File: config.mk
export PLATFORM = sky130hd
export DESIGN_NAME = pc_unit
export DESIGN_NICKNAME = d
export VERILOG_FILES = /design/src/rtl/pc_unit.sv
export SDC_FILE = /design/constraint.sdc
export NUM_CORES = 1
export LEC_CHECK = 0
export ABC_AREA = 1
export CAP_MARGIN = 0
export CORE_MARGIN = 2
export CORE_UTILIZATION = 30
export CTS_CLUSTER_SIZE = 14
export DETAILED_ROUTE_END_ITERATION = 6
export HOLD_SLACK_MARGIN = 0.02
export SLEW_MARGIN = 5
export SYNTH_ARGS = -nofsm -noshare
export SYNTH_HDL_FRONTEND = slang
export SYNTH_SLANG_ARGS = --single-unit
File: constraint.sdc
create_clock -name clk -period 6.95 [get_ports clk]
set_clock_uncertainty 0.15 [all_clocks]
set_input_delay 2.085 -clock clk [delete_from_list [all_inputs] [get_ports clk]]
set_output_delay 2.085 -clock clk [all_outputs]
set_load 0.01 [all_outputs]
File: src/rtl/pc_unit.sv
// Program-counter / next-PC unit: holds the architectural PC, selects the successor,
// supports stall, halts on a misaligned register jump and counts retired/redirected updates.
module pc_unit #(
   parameter logic [31:0] PC_RESET = 32'h0000_3000,
   parameter int          CNT_W    = 32
) (
   input  logic             clk,
   input  logic             rst,
   input  logic             stall,
   input  logic [1:0]       npc_sel,
   input  logic             branch_cond,
   input  logic [15:0]      imm16,
   input  logic [25:0]      instr_index,
   input  logic [31:0]      jr_target,
   output logic [31:0]      pc,
   output logic [31:0]      pc_plus4,
   output logic             redirect,
   output logic             halted,
   output logic [CNT_W-1:0] instr_cnt,
   output logic [CNT_W-1:0] taken_cnt
);

   typedef enum logic [1:0] {
      SEL_SEQ    = 2'b00,
      SEL_BRANCH = 2'b01,
      SEL_JUMP   = 2'b10,
      SEL_JR     = 2'b11
   } npc_sel_e;

   typedef enum logic {
      ST_RUN    = 1'b0,
      ST_HALTED = 1'b1
   } state_e;

   state_e      state;
   logic [31:0] branch_tgt;
   logic [31:0] jump_tgt;
   logic [31:0] next_pc;
   logic        taken;
   logic        misaligned;

   assign pc_plus4   = pc + 32'd4;
   assign branch_tgt = pc_plus4 + {{14{imm16[15]}}, imm16, 2'b00};
   assign jump_tgt   = {pc_plus4[31:28], instr_index, 2'b00};
   assign misaligned = (npc_sel_e'(npc_sel) == SEL_JR) && (jr_target[1:0] != 2'b00);

   // NOTE: every variable assigned here gets a default first, so no path can infer a latch.
   always_comb begin
      next_pc = pc_plus4;
      taken   = 1'b0;
      case (npc_sel_e'(npc_sel))
         SEL_SEQ: begin
            next_pc = pc_plus4;
            taken   = 1'b0;
         end
         SEL_BRANCH: begin
            next_pc = branch_cond ? branch_tgt : pc_plus4;
            taken   = branch_cond;
         end
         SEL_JUMP: begin
            next_pc = jump_tgt;
            taken   = 1'b1;
         end
         SEL_JR: begin
            next_pc = jr_target;
            taken   = 1'b1;
         end
         default: begin
            next_pc = pc_plus4;
            taken   = 1'b0;
         end
      endcase
   end

   // NOTE: state is updated with non-blocking assignments so every register samples pre-edge values.
   always_ff @(posedge clk) begin
      if (rst) begin
         state     <= ST_RUN;
         pc        <= PC_RESET;
         redirect  <= 1'b0;
         halted    <= 1'b0;
         instr_cnt <= '0;
         taken_cnt <= '0;
      end else begin
         case (state)
            ST_RUN: begin
               if (stall) begin
                  redirect <= 1'b0;
               end else if (misaligned) begin
                  // The faulting jr does not retire: pc and counters keep their values.
                  state    <= ST_HALTED;
                  halted   <= 1'b1;
                  redirect <= 1'b0;
               end else begin
                  pc        <= next_pc;
                  instr_cnt <= instr_cnt + CNT_W'(1);
                  redirect  <= taken;
                  taken_cnt <= taken_cnt + CNT_W'(taken);
               end
            end
            ST_HALTED: begin
               redirect <= 1'b0;
               halted   <= 1'b1;
            end
            default: begin
               state    <= ST_HALTED;
               redirect <= 1'b0;
               halted   <= 1'b1;
            end
         endcase
      end
   end

endmodule
met3.png
Drawn at 2 px/micron. Cells faint in the background.
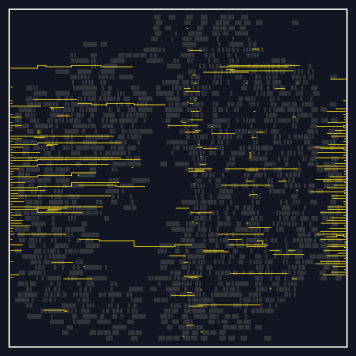
The longest straight run is 55.0 microns. The layer holds 6.7% of the routed length. 192 nets have wire on it. The wires run mostly horizontal. The layer carries 2060 microns of wire.

final_clocks.png
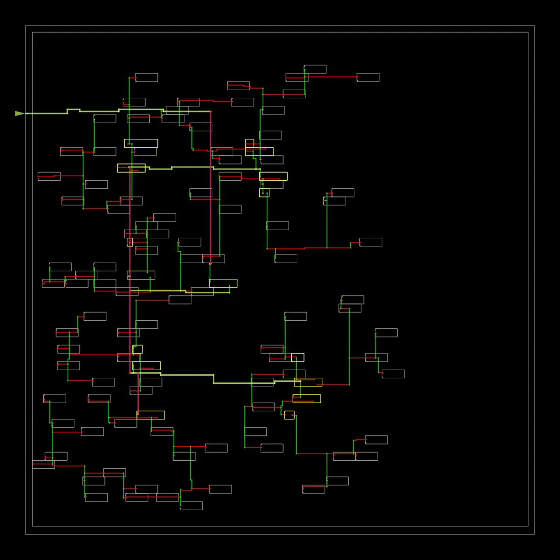
flop count: 99
clk latency late pin: 0.36 ns
clk pwr: 0.538 mW

==> impl_metrics.json <==
{
  "outcome": "complete, no violations",
  "warnings": 33,
  "ys_seq_share": 0.245,
  "cp_slowest_stage_delay_ns": 0.63,
  "design.core.area_sq_um": 26700,
  "fin_crit_sh": 0.780,
  "filler_cell_count": 2838,
  "rows": 60,
  "yosys_cells": 1316,
  "critPathArrivalTime_ns": 3.19,
  "gp_congestion": 0.935,
  "grtUsageTotal": 0.213,
  "ys_area_sq_um": 8080,
  "syn_nets": 1437,
  "cts.sinks": 99,
  "ctsHoldBuffers": 0,
  "grt_pass1_wl_mm": 47.2,
  "async_flop_share": 0,
  "cts_made_buffers": 9,
  "rsz0062_at_grt": "false",
  "fp_util": 0.302,
  "peakVddDrop_mv": 0.105,
  "maxCapViolCount": 0,
  "ys_warn_count": 0,
  "criticalPathCategory": "flip-flop to primary output",
  "diodes": 0,
  "first_global_vias": 8624,
  "cts_resized": 0,
  "synthCells": 1316
}
cell_classes.png
Drawn at 3 px/micron.
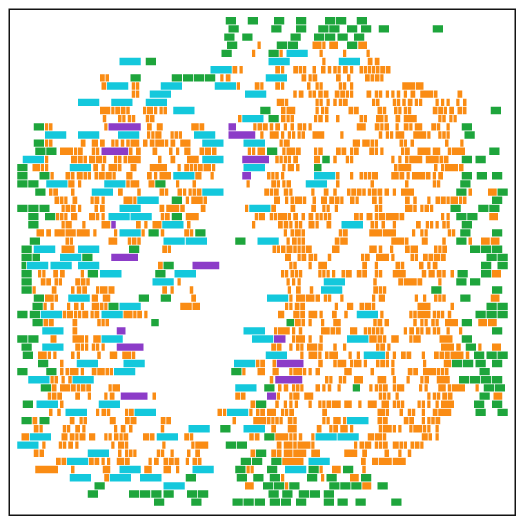
Key: all other logic = orange [cells 1187]; clock drivers and dummy loads = purple [cells 16]; other buffers and delay cells = green [cells 215]; flip-flops = cyan [cells 99]

drive_strength.png
Drawn at 1.5 px/micron.
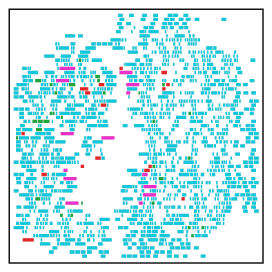
Key: drive 2 = green [cells 31, share 2.0%]; drive 1 or less = cyan [cells 1456, share 96%]; drive 6 and up = magenta [cells 14, share 0.92%]; drive 3 to 4 = red [cells 16, share 1.1%]
Worst Slack Setup Final: 1.53 ns
Repair and plain buffers: 215
Layout area overhead: 33.7%
Design Area, Final: 10800 sq um

## Yosys cell counts (2+ instances only)
library cell,count,area (sq um)
a211oi_1,2,15.0
a21o_1,6,45.0
a21oi_1,94,470
a221oi_1,5,43.8
a22o_1,16,140
a31oi_1,2,12.5
a41oi_1,2,17.5
and2_1,3,18.8
and3_1,2,12.5
buf_1,3,11.3
buf_2,5,25.0
buf_4,2,15.0
buf_6,2,22.5
clkbuf_1,18,67.6
clkinv_1,2,7.51
dfxtp_1,99,1980
ha_1,40,500
inv_1,195,732
inv_2,3,11.3
nand2_1,346,1300
nand2_2,2,12.5
nand2_4,2,22.5
nand3_1,82,410
nand3b_1,9,67.6
nand4_1,29,181
nor2_1,129,484
nor2_2,10,62.6
nor2_4,4,45.0
nor3_1,40,200
nor3_2,3,30.0
nor3b_1,6,45.0
nor3b_2,2,25.0
nor4_1,9,56.3
o2111ai_1,2,17.5
o21a_1,8,60.1
o21ai_0,65,325
o21bai_1,9,67.6
o31ai_1,8,60.1
or2_2,6,37.5
xnor2_1,10,87.6
xor2_1,23,201
## final timing paths
path | startpoint | end | slack (ns) | cells past startpoint
max | pc[2] | pc_plus4[18] | 1.53 | 9
min | halted | halted | 0.32 | 2
max reg2reg | pc[2] | pc[19] | 2.68 | 20
min reg2reg | halted | halted | 0.32 | 2
## state kept, by name, summed over array words and instances (netlist names)
register	cells
state	1
instr_cnt	32
taken_cnt	32
halted	1
redirect	1
pc	32
## cells by family after synthesis
group                    Yosys count  synth area share
AND-OR/OR-AND                    224             0.163
XOR/XNOR                          33            0.0358
adder cells (fa/ha/maj)           41            0.0644
buffers and inverters            230             0.110
flip-flops                        99             0.245
AND/OR/NAND/NOR                  689             0.381
## metal layers
layer	global-route usage	wire length, microns	up-vias
met4	0.0716	944	0
met1	0.271	13700	4201
met3	0.0465	2060	48
met5	0	0	-
li1	-	-	4713
met2	0.356	14200	294
## metrics by stage
| step | instances | hold WS, ns | cell area (sq um) |
|---|---|---|---|
| finish | 1858 | 0.321 | 10800 |
| global placement | 1842 | 0.306 | 10500 |
| CTS | 1858 | 0.328 | 10800 |
| floorplan | 1316 | 0.292 | 8080 |
| global route | 1858 | 0.360 | 10800 |
| detailed placement | 1842 | 0.306 | 10500 |
## tightest hold or removal path, stage by stage, from the launching register on
cell and delay [ns]:
dfxtp_1 0.34, nand2_1 0.05, o21ai_0 0.05
## power by group
part / total, mW / switching, mW / internal [mW]
registers: 0.619 / 0.0327 / 0.586
logic: 0.521 / 0.304 / 0.217
clock network: 0.538 / 0.252 / 0.286
## layout make-up
class	instances	area (sq um)	area share
sequential	99	1980	0.183
clock buffer	9	225	0.0208
inverter	200	751	0.0694
clock inverter	7	80.1	0.00741
timing repair buffer	215	2130	0.197
tap	341	427	0.0395
multi-input combinational	987	5210	0.482
## layout by cell type, fill, tap and decap left out, drive strengths merged, types with 7 or more instances in the layout
master / instances
a22o: 16
o21a: 8
o21ai: 65
clkbuf: 9
nand3b: 9
xor2: 23
buf: 7
o21bai: 9
nor3: 44
nor3b: 8
a21oi: 94
nand2: 350
xnor2: 10
nor2: 143
clkdlybuf4s50: 208
dfxtp: 99
nand3: 83
nand4: 30
ha: 40
inv: 202
o31ai: 8
nor4: 11
Power is estimated from default activity; no workload was simulated.
